==> config.mk <==
export PLATFORM = sky130hd
export DESIGN_NAME = cfe_feedback_timer
export DESIGN_NICKNAME = d
export VERILOG_FILES = /design/src/rtl/cfe_pkg.sv /design/src/rtl/cfe_sat_sub.sv /design/src/rtl/cfe_feedback_timer.sv
export SDC_FILE = /design/constraint.sdc
export NUM_CORES = 1
export LEC_CHECK = 0
export ABC_CLOCK_PERIOD_IN_PS = 3300
export CORE_UTILIZATION = 45
export DETAILED_ROUTE_END_ITERATION = 8
export HOLD_SLACK_MARGIN = 0.03
export PLACE_DENSITY = 0.76
export SYNTH_ARGS = -nofsm -noshare
export SYNTH_HDL_FRONTEND = slang
export SYNTH_SLANG_ARGS = --single-unit
export TNS_END_PERCENT = 50
==> constraint.sdc <==
create_clock -name clk -period 3.3 [get_ports clk]
set_input_delay 0.66 -clock clk [delete_from_list [all_inputs] [get_ports clk]]
set_output_delay 0.66 -clock clk [all_outputs]
set_load 0.005 [all_outputs]
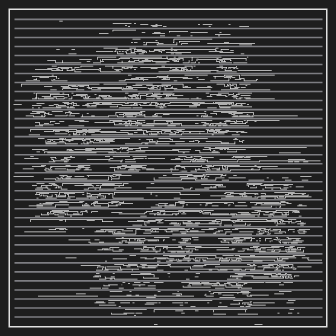
(metal 1)
Supply wires on this layer in gray.
The longest straight run is 31.3 um. The layer carries 4750 um of wire. 558 nets have wire on it. The layer holds 46% of the routed length. The wires run mostly horizontal.
vias post-DR: 3955
met1 Use GR: 33.00%

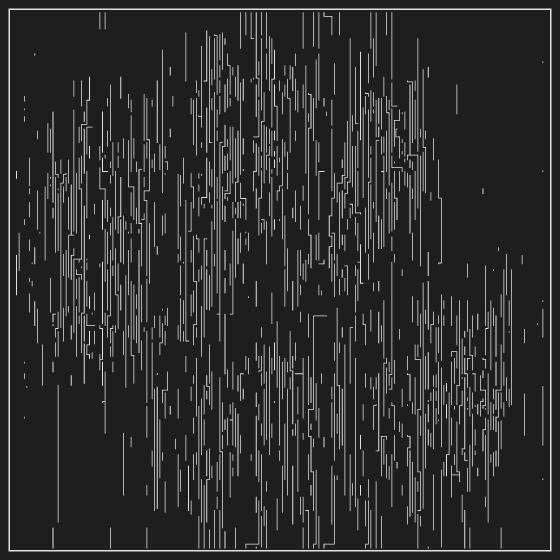
(metal 2)
The wires run mostly vertical. The longest straight run is 39.8 um. The layer carries 4870 um of wire.
Routed Wire Length: 10400 um
met2 usage: 38.57%

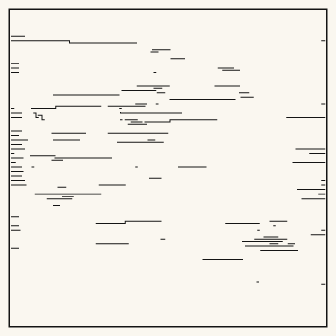
(the metal 3 layer)
79 nets have wire on it. The longest straight run is 20.2 um. The layer holds 5.8% of the routed length.
met3 Resource Use GR: 3.349%

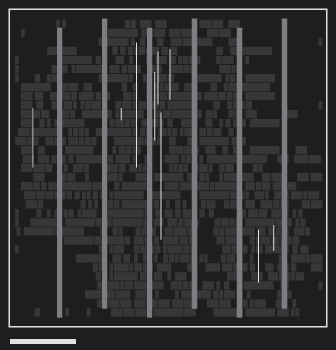
(met4 routing)
The bar under the picture is 20 um long. Supply wires on this layer in gray.
The layer holds 1.6% of the routed length. The longest straight run is 38.1 um. The layer carries 171 um of wire.

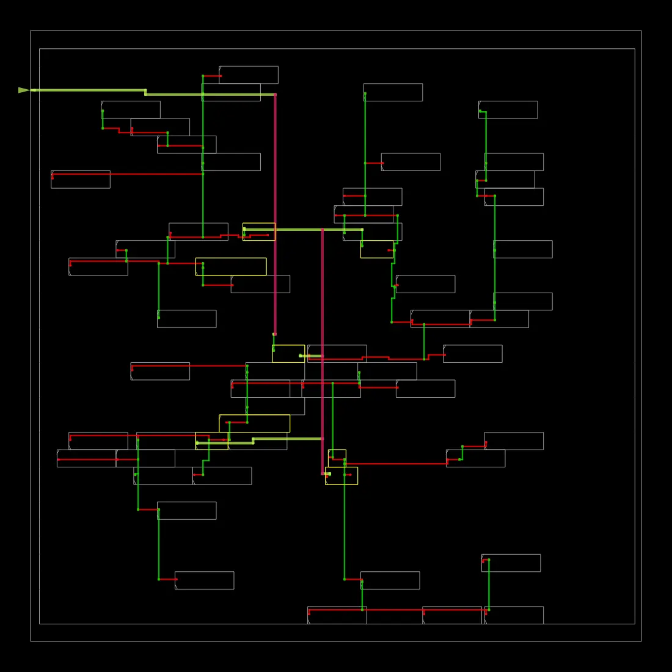
(clock nets)
layout clock buffer count: 5
seq_cells: 51

==> job_summary.md <==
## Synthesis and layout report

| Metric | Value |
|---|---|
| First DRT Iteration DRCs | `roughly 340` |
| Critical path's top delay family | `AND-OR/OR-AND gates` |
| Status | `finished clean` |
| Finish-stage setup viols | `0` |
| Die Y | `95.32 um` |
| Fin util | `58.64%` |
| Final TNS setup | `0 ns` |
| Dpl hpwl | `7757 um` |
| Post-DRT Antenna Nets | `0` |
| Root Buffer Master | `clkbuf_8` |
| CTS tree | `yes` |
| Top-area cell share | `between 30% and 40%` |
| First-pass GRT wire length | `17050 um` |
| Worst clock skew | `0.009689 ns` |
| Top cell by count, worst path | `a21oi_1` |
| CP Launch Type | `input pin` |
| FP Core Util | `46.98%` |
| Share of cells above drive strength 1 | `under 10%` |
| Sequential Power Share | `22.3%` |
| YS warnings | `0` |
| Internal power | `between 2 and 3 mW` |
| Worst Max-Slew Pin Slew | `roughly 0.68 ns` |
| Worst Setup Path Type | `in2reg` |
| AND-OR/OR-AND Cells, Area Fraction | `a little over a quarter` |
| Switching part of the total | `47.79%` |
| Vias/cell | `5.903` |
| Met2 wire length | `about 4900 um` |
| CP Buf/Inv Count | `2` |
| Levels on crit path | `11` |
| Number of nets in the layout | `636` |
| Met3 Wirelength | `606 um` |
worst register-to-register path: stages, from the launching register on:
cell and delay (ns):
dfrtp_1 0.43, nor4_2 0.44, nor4b_4 0.43, nor3b_4 0.43, a31oi_1 0.18, nand3_1 0.47
o21ai_0 0.22, a222oi_1 0.27, inv_1 0.07
placed cells by master (no fill, tap or decap), types with 4 or more instances in the layout:
cell	count
nand4_1	4
o31ai_1	5
a211oi_1	6
ha_1	22
nor3_1	18
nor2b_1	4
o22ai_1	5
nor4_1	13
inv_1	26
or4_1	4
clkdlybuf4s50_1	65
nand3_1	7
clkbuf_8	5
dfrtp_1	51
o21ai_1	5
a22oi_1	8
conb_1	16
xnor2_1	8
xor2_1	11
a21o_1	7
nand2_1	59
a221o_1	6
buf_4	22
a21oi_1	48
o21ai_0	59
or3_1	7
nor2_1	26
layer usage:
metal | GRT usage, % | vias up
li1 | - | 1916
met1 | 33.00 | 1869
met4 | 7.449 | 0
met3 | 3.349 | 20
met2 | 38.57 | 150
met5 | 0 | -
logic make-up after synthesis:
group,count (synthesis)
AOI/OAI and AO/OA,173
xor gates and xnor gates,19
adders and majority gates,23
buffers and inverters,61
DFF,51
muxes,1
other,1
and+or+nand+nor,159
area by class of cell:
cell class | instances | area, um2
Fill cell | 735 | 3450
Multi-Input combinational cell | 391 | 2409
Sequential cell | 51 | 1276
Timing Repair Buffer | 89 | 840.8
Tap cell | 105 | 131.4
Inverter | 26 | 97.59
Clock buffer | 5 | 68.82
Clock inverter | 3 | 67.56
stage by stage:
stage / instances / area, um2 / hold WS [ns]
final: 670 / 4891 / 0.3474
after global routing: 670 / 4891 / 0.3898
after CTS: 670 / 4891 / 0.3851
after detailed placement: 662 / 4755 / 0.5045
after global placement: 662 / 4755 / 0.4912
after floorplan: 503 / 3975 / 0.3644
power by group through the flow:
stage | clock [mW] | combinational (mW) | sequential (mW)
detailed placement | 0 | 3.63 | 1.23
CTS | 0.533 | 3.67 | 1.21
global route | 0.559 | 4.12 | 1.26
global placement | 0 | 3.57 | 1.21
floorplan | 0 | 2.59 | 1.16
finish | 0.532 | 3.70 | 1.22
No activity file was given, so power comes from the tool's default toggle rates.
